<file path="config.mk">
export PLATFORM = sky130hd
export DESIGN_NAME = fofb_write_links_demux_flat
export DESIGN_NICKNAME = d
export VERILOG_FILES = /design/src/rtl/fofb_links_pkg.sv /design/src/rtl/fofb_write_links_demux_if.sv /design/src/rtl/fofb_link_fifo.sv /design/src/rtl/fofb_write_links_demux.sv /design/src/flat_wrapper.sv
export SDC_FILE = /design/constraint.sdc
export NUM_CORES = 1
export LEC_CHECK = 0
export CAP_MARGIN = 40
export CORE_MARGIN = 2
export CORE_UTILIZATION = 35
export CTS_CLUSTER_DIAMETER = 40
export CTS_CLUSTER_SIZE = 16
export DETAILED_ROUTE_END_ITERATION = 12
export PLACE_DENSITY = 0.53
export SLEW_MARGIN = 20
export SYNTH_ARGS = -nofsm -noshare
export SYNTH_HDL_FRONTEND = slang
export SYNTH_SLANG_ARGS = --single-unit
</file>
<file path="constraint.sdc">
create_clock -name ACLK -period 2.9 [get_ports ACLK]
set_clock_uncertainty 0.05 [all_clocks]
set_input_delay 0.58 -clock ACLK [delete_from_list [all_inputs] [get_ports ACLK]]
set_output_delay 0.58 -clock ACLK [all_outputs]
set_load 0.02 [all_outputs]
</file>
<file path="src/rtl/fofb_links_pkg.sv">
// Shared constants and helpers for the FOFB link mux/demux blocks.
package fofb_links_pkg;

  localparam int FOFB_DATA_WIDTH  = 8;
  localparam int FOFB_USER_WIDTH  = 1;
  localparam int FOFB_NUM_LINKS   = 2;
  localparam int FOFB_FIFO_DEPTH  = 8;
  localparam int DROP_COUNT_WIDTH = 16;

  typedef logic [DROP_COUNT_WIDTH-1:0] drop_count_t;

  // Saturating increment: the counter sticks at all-ones instead of wrapping.
  function automatic drop_count_t sat_inc(input drop_count_t value);
    drop_count_t result;
    result = (value == '1) ? value : drop_count_t'(value + 1'b1);
    return result;
  endfunction

endpackage

</file>
<file path="src/rtl/fofb_write_links_demux_if.sv">
// Bundle of the stream, link and status signals around the write-links demux.
// The "slave" modport is the demux's view: it receives the cell-controller
// stream and drives the link streams. The "master" modport is the environment.
interface fofb_write_links_demux_if
  import fofb_links_pkg::*;
#(
  parameter int NUM_DESTS  = FOFB_NUM_LINKS,
  parameter int DATA_WIDTH = FOFB_DATA_WIDTH,
  parameter int USER_WIDTH = FOFB_USER_WIDTH
) ();

  logic                            S_AXIS_TVALID;
  logic                            S_AXIS_TREADY;
  logic [DATA_WIDTH-1:0]           S_AXIS_TDATA;
  logic [USER_WIDTH-1:0]           S_AXIS_TUSER;
  logic [NUM_DESTS-1:0]            S_AXIS_TDEST;
  logic [NUM_DESTS-1:0]            M_AXIS_TVALID;
  logic [NUM_DESTS-1:0]            M_AXIS_TREADY;
  logic [NUM_DESTS*DATA_WIDTH-1:0] M_AXIS_TDATA;
  logic [NUM_DESTS*USER_WIDTH-1:0] M_AXIS_TUSER;
  logic [NUM_DESTS-1:0]            LINK_ENABLE;
  logic [DROP_COUNT_WIDTH-1:0]     DROP_COUNT;

  modport slave (
    input  S_AXIS_TVALID, S_AXIS_TDATA, S_AXIS_TUSER, S_AXIS_TDEST,
    input  M_AXIS_TREADY, LINK_ENABLE,
    output S_AXIS_TREADY, M_AXIS_TVALID, M_AXIS_TDATA, M_AXIS_TUSER, DROP_COUNT
  );

  modport master (
    output S_AXIS_TVALID, S_AXIS_TDATA, S_AXIS_TUSER, S_AXIS_TDEST,
    output M_AXIS_TREADY, LINK_ENABLE,
    input  S_AXIS_TREADY, M_AXIS_TVALID, M_AXIS_TDATA, M_AXIS_TUSER, DROP_COUNT
  );

endinterface

</file>
<file path="src/rtl/fofb_link_fifo.sv">
// Single-clock first-word-fall-through FIFO for one outgoing link.
// Pointers carry one extra wrap bit so full and empty are distinguishable;
// both flags decode registered pointers only, keeping upstream ready short.
module fofb_link_fifo #(
  parameter int DEPTH = 8,
  parameter int WIDTH = 9
) (
  input  logic             clk,
  input  logic             rst_n,
  input  logic             push,
  input  logic             pop,
  input  logic             flush,
  input  logic [WIDTH-1:0] wr_data,
  output logic [WIDTH-1:0] rd_data,
  output logic             full,
  output logic             empty
);

  localparam int AW = $clog2(DEPTH);

  logic [WIDTH-1:0] mem [DEPTH];
  logic [AW:0]      wr_ptr;
  logic [AW:0]      rd_ptr;
  logic             do_push;
  logic             do_pop;

  assign full    = (wr_ptr[AW] != rd_ptr[AW]) && (wr_ptr[AW-1:0] == rd_ptr[AW-1:0]);
  assign empty   = (wr_ptr == rd_ptr);
  assign do_push = push & ~full & ~flush;
  assign do_pop  = pop & ~empty;

  // Head entry is presented directly from storage, so data is valid with !empty.
  assign rd_data = mem[rd_ptr[AW-1:0]];

  // Storage write; contents need no reset because the pointers define validity.
  always_ff @(posedge clk) begin
    if (do_push) begin
      mem[wr_ptr[AW-1:0]] <= wr_data;
    end
  end

  // Pointer update; a flush empties the FIFO in one edge and wins over push/pop.
  always_ff @(posedge clk or negedge rst_n) begin
    if (!rst_n) begin
      wr_ptr <= '0;
      rd_ptr <= '0;
    end else if (flush) begin
      wr_ptr <= '0;
      rd_ptr <= '0;
    end else begin
      if (do_push) begin
        wr_ptr <= wr_ptr + 1'b1;
      end
      if (do_pop) begin
        rd_ptr <= rd_ptr + 1'b1;
      end
    end
  end

endmodule

</file>
<file path="src/rtl/fofb_write_links_demux.sv">
// FOFB write-links demux: fans single-beat packets from the cell controller out
// to every enabled link selected by TDEST, buffering each link in its own FIFO.
// Beats whose destinations are all disabled are counted and dropped.
module fofb_write_links_demux
  import fofb_links_pkg::*;
#(
  parameter int NUM_DESTS  = FOFB_NUM_LINKS,
  parameter int DATA_WIDTH = FOFB_DATA_WIDTH,
  parameter int USER_WIDTH = FOFB_USER_WIDTH,
  parameter int FIFO_DEPTH = FOFB_FIFO_DEPTH
) (
  input  logic                     ACLK,
  input  logic                     ARESETN,
  fofb_write_links_demux_if.slave  axis
);

  localparam int ENTRY_WIDTH = DATA_WIDTH + USER_WIDTH;

  logic [1:0]             rst_sync;
  logic                   rst_n_int;
  logic [NUM_DESTS-1:0]   eff_mask;
  logic [NUM_DESTS-1:0]   full_vec;
  logic [NUM_DESTS-1:0]   empty_vec;
  logic [NUM_DESTS-1:0]   push_vec;
  logic [NUM_DESTS-1:0]   blocked;
  logic                   ready;
  logic                   accept;
  logic [ENTRY_WIDTH-1:0] wr_entry;
  logic [ENTRY_WIDTH-1:0] rd_entry [NUM_DESTS];
  drop_count_t            drop_count;

  // Reset synchroniser: assert asynchronously, release two edges after ARESETN rises.
  always_ff @(posedge ACLK or negedge ARESETN) begin
    if (!ARESETN) begin
      rst_sync <= '0;
    end else begin
      rst_sync <= {rst_sync[0], 1'b1};
    end
  end

  assign rst_n_int = rst_sync[1];

  // A beat is only held back by a full FIFO on a link it actually targets, so
  // ready never looks at the downstream link readies. Raw ARESETN drops ready
  // at once; the synchronised reset keeps it low until the FIFOs are released.
  assign eff_mask = axis.S_AXIS_TDEST & axis.LINK_ENABLE;
  assign blocked  = eff_mask & full_vec;
  assign ready    = ARESETN & rst_n_int & ~(|blocked);
  assign accept   = axis.S_AXIS_TVALID & ready;
  assign push_vec = {NUM_DESTS{accept}} & eff_mask;
  assign wr_entry = {axis.S_AXIS_TUSER, axis.S_AXIS_TDATA};

  assign axis.S_AXIS_TREADY = ready;
  assign axis.M_AXIS_TVALID = ~empty_vec;
  assign axis.DROP_COUNT    = drop_count;

  // One FIFO per link; a disabled link is held flushed so it stays empty.
  for (genvar i = 0; i < NUM_DESTS; i++) begin : g_link
    fofb_link_fifo #(
      .DEPTH (FIFO_DEPTH),
      .WIDTH (ENTRY_WIDTH)
    ) u_fifo (
      .clk     (ACLK),
      .rst_n   (rst_n_int),
      .push    (push_vec[i]),
      .pop     (axis.M_AXIS_TREADY[i]),
      .flush   (~axis.LINK_ENABLE[i]),
      .wr_data (wr_entry),
      .rd_data (rd_entry[i]),
      .full    (full_vec[i]),
      .empty   (empty_vec[i])
    );
  end

  // Unpack each FIFO head into the flat per-link data and user buses.
  always_comb begin
    axis.M_AXIS_TDATA = '0;
    axis.M_AXIS_TUSER = '0;
    for (int i = 0; i < NUM_DESTS; i++) begin
      axis.M_AXIS_TDATA[i*DATA_WIDTH +: DATA_WIDTH] = rd_entry[i][DATA_WIDTH-1:0];
      axis.M_AXIS_TUSER[i*USER_WIDTH +: USER_WIDTH] = rd_entry[i][ENTRY_WIDTH-1:DATA_WIDTH];
    end
  end

  // Count accepted beats that had nowhere to go, saturating at all-ones.
  always_ff @(posedge ACLK or negedge rst_n_int) begin
    if (!rst_n_int) begin
      drop_count <= '0;
    end else if (accept && (eff_mask == '0)) begin
      drop_count <= sat_inc(drop_count);
    end
  end

endmodule

</file>
<file path="src/flat_wrapper.sv">
// flat-port wrapper written by rule: the top's interface ports become plain ports
module fofb_write_links_demux_flat import fofb_links_pkg::*;
#(
  parameter int NUM_DESTS  = FOFB_NUM_LINKS,
  parameter int DATA_WIDTH = FOFB_DATA_WIDTH,
  parameter int USER_WIDTH = FOFB_USER_WIDTH,
  parameter int FIFO_DEPTH = FOFB_FIFO_DEPTH
)
  (ACLK, ARESETN, axis_S_AXIS_TVALID, axis_S_AXIS_TDATA, axis_S_AXIS_TUSER, axis_S_AXIS_TDEST, axis_M_AXIS_TREADY, axis_LINK_ENABLE, axis_S_AXIS_TREADY, axis_M_AXIS_TVALID, axis_M_AXIS_TDATA, axis_M_AXIS_TUSER, axis_DROP_COUNT);
  fofb_write_links_demux_if #(.NUM_DESTS(NUM_DESTS), .DATA_WIDTH(DATA_WIDTH), .USER_WIDTH(USER_WIDTH)) axis_i ();
  input  logic ACLK;
  input  logic ARESETN;
  input wire logic [$bits(axis_i.S_AXIS_TVALID)-1:0] axis_S_AXIS_TVALID;
  input wire logic [$bits(axis_i.S_AXIS_TDATA)-1:0] axis_S_AXIS_TDATA;
  input wire logic [$bits(axis_i.S_AXIS_TUSER)-1:0] axis_S_AXIS_TUSER;
  input wire logic [$bits(axis_i.S_AXIS_TDEST)-1:0] axis_S_AXIS_TDEST;
  input wire logic [$bits(axis_i.M_AXIS_TREADY)-1:0] axis_M_AXIS_TREADY;
  input wire logic [$bits(axis_i.LINK_ENABLE)-1:0] axis_LINK_ENABLE;
  output wire logic [$bits(axis_i.S_AXIS_TREADY)-1:0] axis_S_AXIS_TREADY;
  output wire logic [$bits(axis_i.M_AXIS_TVALID)-1:0] axis_M_AXIS_TVALID;
  output wire logic [$bits(axis_i.M_AXIS_TDATA)-1:0] axis_M_AXIS_TDATA;
  output wire logic [$bits(axis_i.M_AXIS_TUSER)-1:0] axis_M_AXIS_TUSER;
  output wire logic [$bits(axis_i.DROP_COUNT)-1:0] axis_DROP_COUNT;
  assign axis_i.S_AXIS_TVALID = axis_S_AXIS_TVALID;
  assign axis_i.S_AXIS_TDATA = axis_S_AXIS_TDATA;
  assign axis_i.S_AXIS_TUSER = axis_S_AXIS_TUSER;
  assign axis_i.S_AXIS_TDEST = axis_S_AXIS_TDEST;
  assign axis_i.M_AXIS_TREADY = axis_M_AXIS_TREADY;
  assign axis_i.LINK_ENABLE = axis_LINK_ENABLE;
  assign axis_S_AXIS_TREADY = axis_i.S_AXIS_TREADY;
  assign axis_M_AXIS_TVALID = axis_i.M_AXIS_TVALID;
  assign axis_M_AXIS_TDATA = axis_i.M_AXIS_TDATA;
  assign axis_M_AXIS_TUSER = axis_i.M_AXIS_TUSER;
  assign axis_DROP_COUNT = axis_i.DROP_COUNT;
  fofb_write_links_demux #(.NUM_DESTS(NUM_DESTS), .DATA_WIDTH(DATA_WIDTH), .USER_WIDTH(USER_WIDTH), .FIFO_DEPTH(FIFO_DEPTH)) u_core (.ACLK(ACLK), .ARESETN(ARESETN), .axis(axis_i));
endmodule
</file>
**Run 1: met2 routing**

Scale: 2 px per um.
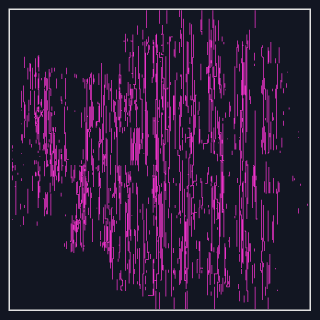
wire length on this layer: 7650 um
share of all routed wire: 50%
main direction: vertical
longest straight run: 66.3 um
nets with wire on the layer: 480
routed wire length: 15200 um
M2 GR Usage: 24.1%

**Run 1: local utilization**

Scale: 2 px per um. The die is cut into 15 by 15 equal tiles; black is low, pale yellow is high, 0 to 100% covered.
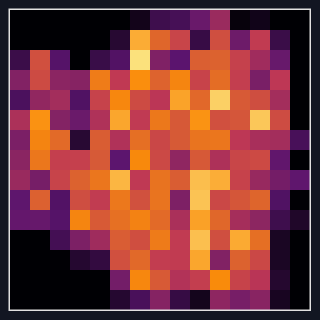
nearly empty tiles: 18%
fullest tile: 93%
densest ninth of the die: middle
emptiest ninth of the die: bottom left
mean over tiles: 40%
tiles over 75% full: 7.6%
fp util: 35.5%
Core Area: 21000 um2
Core Util, Final: 44.0%

**Run 1: clock routing**

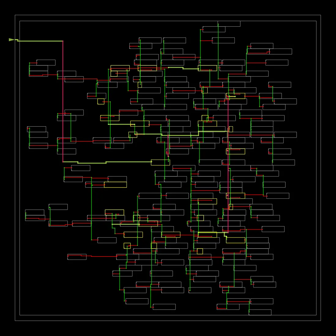
FFs & Latches: 178
total CTS buffers: 17
Clock Sinks: 178
final-layout clock buffer total: 17
P_clk: 0.00217 W

==> impl_metrics.env, run 1 <==
# flow metrics
export IMPL_crit_end="axis_M_AXIS_TDATA[7]"
export IMPL_power_density_nw_per_um2=588
export IMPL_yosysChipArea_um2=7440
export IMPL_slowest_delay_ns=0.51
export IMPL_worstPathCellList="buf_12, mux4_2, mux2_2, dlygate4sd2_1"
export IMPL_largestClassByArea="sequential cells"
export IMPL_peakVddDrop_mv=0.413
export IMPL_grtUsageTotal_pct=14.6
export IMPL_n_all_inverters=10
export IMPL_start_kind="register"
export IMPL_clk_pin_slew_worst_paths_ns=0.07
export IMPL_wl_met2_um=7650
export IMPL_num_vias=3992
export IMPL_place_port_buffers=54
export IMPL_cts_max_path_buffers=2
export IMPL_dieHeight_um=150
export IMPL_postRouteAntennaNets=0
export IMPL_overflow=0
export IMPL_final_area_um2=9220
export IMPL_final_nets=530
export IMPL_final_clk_cell_share_pct=6.04
export IMPL_power_group_top="sequential cells"
export IMPL_post_place_ws_ns=0.126
export IMPL_io_pins=55
export IMPL_first_global_vias=4260
export IMPL_p_int_w=0.00419
export IMPL_logic_family="multiplexers"
export IMPL_hold_viol=0
export IMPL_vias_per_cell=5.03
export IMPL_comb_area_um2=2220
export IMPL_synth_compound_area_share_pct=2.34
export IMPL_worst_setup_path_type="reg2out"
export IMPL_worst_r2r_startpoint="u_core.g_link[0].u_fifo.rd_ptr[0]"
export IMPL_synth_cells=413
export IMPL_critPathSlowestCell="mux4_2"
export IMPL_fin_cells=794
export IMPL_finalClockPeriodUsage_pct=97.1
export IMPL_top_signal_layer_used="met4"
export IMPL_reg2reg_to="u_core.g_link[1].u_fifo.mem[3][4]"
export IMPL_combPwrFrac_pct=7.5
export IMPL_fin_ws_ns=0.0845
export IMPL_antenna_found_initial=0
export IMPL_layout_drive_gt1_share_pct=30.6
export IMPL_wire_per_inst_um=19.2
export IMPL_comb_cell_power_w=0.000404
export IMPL_tns_ns=0
export IMPL_tool_warnings=27
export IMPL_diodes=0
export IMPL_status="completed"
export IMPL_layout_top_cells="edfxtp_1, buf_4, mux4_2, clkdlybuf4s50_1, dfrtp_1"
export IMPL_grt_busiest_layer="met2"
export IMPL_worst_setup_path_end_kind="output port"
export IMPL_nNonClkBuffers=97
export IMPL_cts_tree="built"
export IMPL_top_area_cell="edfxtp_1"
export IMPL_simple_gate_area_share_pct=6.79
export IMPL_yosysMostFrequentCell="edfxtp_1"
export IMPL_comb_share_pct=24.1
export IMPL_fmax_mhz=355
export IMPL_p_sw_share_pct=22.7
export IMPL_ys_seq_share_pct=69.5
export IMPL_lay_top_count="edfxtp_1"
==> run 2: changes to the inputs <==
--- a/config.mk
+++ b/config.mk
@@ -6,12 +6,13 @@
 export NUM_CORES = 1
 export LEC_CHECK = 0
 export CAP_MARGIN = 40
-export CORE_MARGIN = 2
+export CELL_PAD_IN_SITES_DETAIL_PLACEMENT = 0
+export CELL_PAD_IN_SITES_GLOBAL_PLACEMENT = 1
 export CORE_UTILIZATION = 35
 export CTS_CLUSTER_DIAMETER = 40
 export CTS_CLUSTER_SIZE = 16
 export DETAILED_ROUTE_END_ITERATION = 12
-export PLACE_DENSITY = 0.53
+export PLACE_DENSITY = 0.6
 export SLEW_MARGIN = 20
 export SYNTH_ARGS = -nofsm -noshare
 export SYNTH_HDL_FRONTEND = slang
**Run 2: local utilization**

Scale: 2 px per um. The die is cut into 15 by 15 equal tiles; black is low, pale yellow is high, 0 to 100% covered.
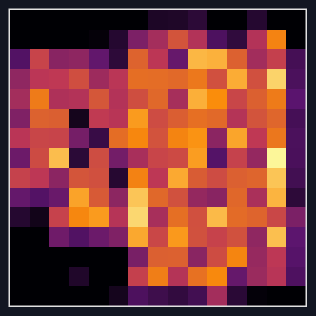
nearly empty tiles: 17%
densest ninth of the die: middle
fullest tile: 98%
tiles over 75% full: 10%
emptiest ninth of the die: bottom left
Core Area: 20600 um2
Core Util, Final: 44.9%
fp util: 36.2%

==> run 2 against run 1 <==
- non-clock buffer count decreased by 5
- final area increased by 0.20%
- clock-buffer cell count increased by 1
- core utilization increased by 0.94 points
- combinational power about the same
- worst hold slack got worse by 0.0086 ns
- critical path type unchanged
==> impl_metrics.env, run 2 <==
# flow metrics
export IMPL_clk_pin_slew_worst_paths_ns=0.07
export IMPL_comb_share_pct=24.3
export IMPL_critPathSlowestCell="mux4_2"
export IMPL_top_area_cell="edfxtp_1"
export IMPL_first_pass_iters=4
export IMPL_top_signal_layer_used="met4"
export IMPL_clkSinkCount=178
export IMPL_final_nets=525
export IMPL_lay_top_count="edfxtp_1"
export IMPL_simple_gate_area_share_pct=6.79
export IMPL_antenna_found_initial=0
export IMPL_p_sw_share_pct=23.0
export IMPL_flops=178
export IMPL_worst_r2r_startpoint="u_core.g_link[1].u_fifo.rd_ptr[0]"
export IMPL_cts_tree="built"
export IMPL_tns_ns=0
export IMPL_fin_cells=785
export IMPL_comb_cell_power_w=0.000406
export IMPL_final_clk_cell_share_pct=6.20
export IMPL_postRouteAntennaNets=0
export IMPL_power_group_top="sequential cells"
export IMPL_vias_per_cell=5.01
export IMPL_met2_usage_pct=24.6
export IMPL_final_area_um2=9240
export IMPL_hold_viol=0
export IMPL_first_global_vias=4267
export IMPL_io_pins=55
export IMPL_fin_ws_ns=0.0632
export IMPL_clock_power_w=0.00222
export IMPL_grt_busiest_layer="met2"
export IMPL_dieHeight_um=148
export IMPL_fmax_mhz=353
export IMPL_p_int_w=0.00421
export IMPL_comb_area_um2=2250
export IMPL_ys_seq_share_pct=69.5
export IMPL_worst_setup_path_end_kind="output port"
export IMPL_status="completed"
export IMPL_place_port_buffers=54
export IMPL_cts_max_path_buffers=2
export IMPL_diodes=0
export IMPL_clockBufferCount=18
export IMPL_wl_met2_um=7410
export IMPL_start_kind="register"
export IMPL_peakVddDrop_mv=0.371
export IMPL_combPwrFrac_pct=7.4
export IMPL_num_vias=3936
export IMPL_overflow=0
export IMPL_dp_hpwl_um=9370
export IMPL_grtUsageTotal_pct=15.0
export IMPL_yosysChipArea_um2=7440
export IMPL_cts_buffers=17
export IMPL_seq_area_um2=5180
export IMPL_wire_per_inst_um=19.1
export IMPL_chipArea_um2=21800
export IMPL_power_density_nw_per_um2=592
export IMPL_synth_compound_area_share_pct=2.34
export IMPL_largestClassByArea="sequential cells"
export IMPL_nNonClkBuffers=92
export IMPL_synth_cells=413
==> run 3: changes to the inputs <==
--- a/config.mk
+++ b/config.mk
@@ -13,7 +13,7 @@
 export CTS_CLUSTER_SIZE = 16
 export DETAILED_ROUTE_END_ITERATION = 12
 export PLACE_DENSITY = 0.6
-export SLEW_MARGIN = 20
+export SLEW_MARGIN = 10
 export SYNTH_ARGS = -nofsm -noshare
 export SYNTH_HDL_FRONTEND = slang
 export SYNTH_SLANG_ARGS = --single-unit
**Run 3: register map, names as in the netlist**

Scale: 2 px per um. Other sequential cells in the stronger gray, the rest of the logic in the fainter gray.
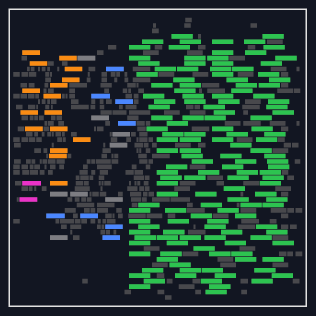
legend:
  orange:
    name_in_the_netlist: u_core.axis.DROP_COUNT
    placed_flops: 16
  blue:
    name_in_the_netlist: u_core.g_link.u_fifo.rd_ptr
    placed_flops: 8
  green:
    name_in_the_netlist: u_core.g_link.u_fifo.mem
    placed_flops: 144
  magenta:
    name_in_the_netlist: u_core.rst_sync
    placed_flops: 2
Flop area: 5180 um2
Seq power: 0.00285 W
Seq/total area: 56.0%

==> run 3 against run 2 <==
- clock power about the same
- non-clock buffer count unchanged
- core utilization unchanged
- register-to-register slack about the same
- largest cell class unchanged
- largest power group unchanged
- highest routed layer unchanged
==> impl_metrics.env, run 3 <==
# flow metrics
export IMPL_fin_ws_ns=0.0632
export IMPL_overflow=0
export IMPL_comb_cell_power_w=0.000406
export IMPL_yosysChipArea_um2=7440
export IMPL_logic_family="multiplexers"
export IMPL_layout_drive_gt1_share_pct=30.7
export IMPL_post_place_ws_ns=0.146
export IMPL_top_area_cell="edfxtp_1"
export IMPL_start_kind="register"
export IMPL_yosysMostFrequentCell="edfxtp_1"
export IMPL_finalClockPeriodUsage_pct=97.8
export IMPL_worst_setup_path_end_kind="output port"
export IMPL_combPwrFrac_pct=7.4
export IMPL_initCoreUtil_pct=36.2
export IMPL_place_port_buffers=54
export IMPL_coreArea_um2=20600
export IMPL_hold_viol=0
export IMPL_clock_power_w=0.00222
export IMPL_fmax_mhz=353
export IMPL_postRouteAntennaNets=0
export IMPL_power_density_nw_per_um2=592
export IMPL_cts_max_path_buffers=2
export IMPL_worst_setup_path_type="reg2out"
export IMPL_wire_per_inst_um=19.1
export IMPL_worstPathCellList="buf_12, mux4_2, mux2_2, clkdlybuf4s15_1"
export IMPL_status="completed"
export IMPL_fin_cells=785
export IMPL_io_pins=55
export IMPL_tns_ns=0
export IMPL_critPathSlowestCell="mux4_2"
export IMPL_grtUsageTotal_pct=15.0
export IMPL_cts_tree="built"
export IMPL_clk_pin_slew_worst_paths_ns=0.07
export IMPL_wl_met2_um=7410
export IMPL_lay_top_count="edfxtp_1"
export IMPL_slowest_delay_ns=0.50
export IMPL_final_clk_cell_share_pct=6.20
export IMPL_flops=178
export IMPL_comb_share_pct=24.3
export IMPL_simple_gate_area_share_pct=6.79
export IMPL_num_vias=3936
export IMPL_reg2reg_to="u_core.g_link[0].u_fifo.mem[3][0]"
export IMPL_synth_cells=413
export IMPL_vias_per_cell=5.01
export IMPL_routed_wl_um=15000
export IMPL_dieHeight_um=148
export IMPL_power_group_top="sequential cells"
export IMPL_n_all_inverters=10
export IMPL_cts_buffers=17
Power is estimated from default activity; no workload was simulated.
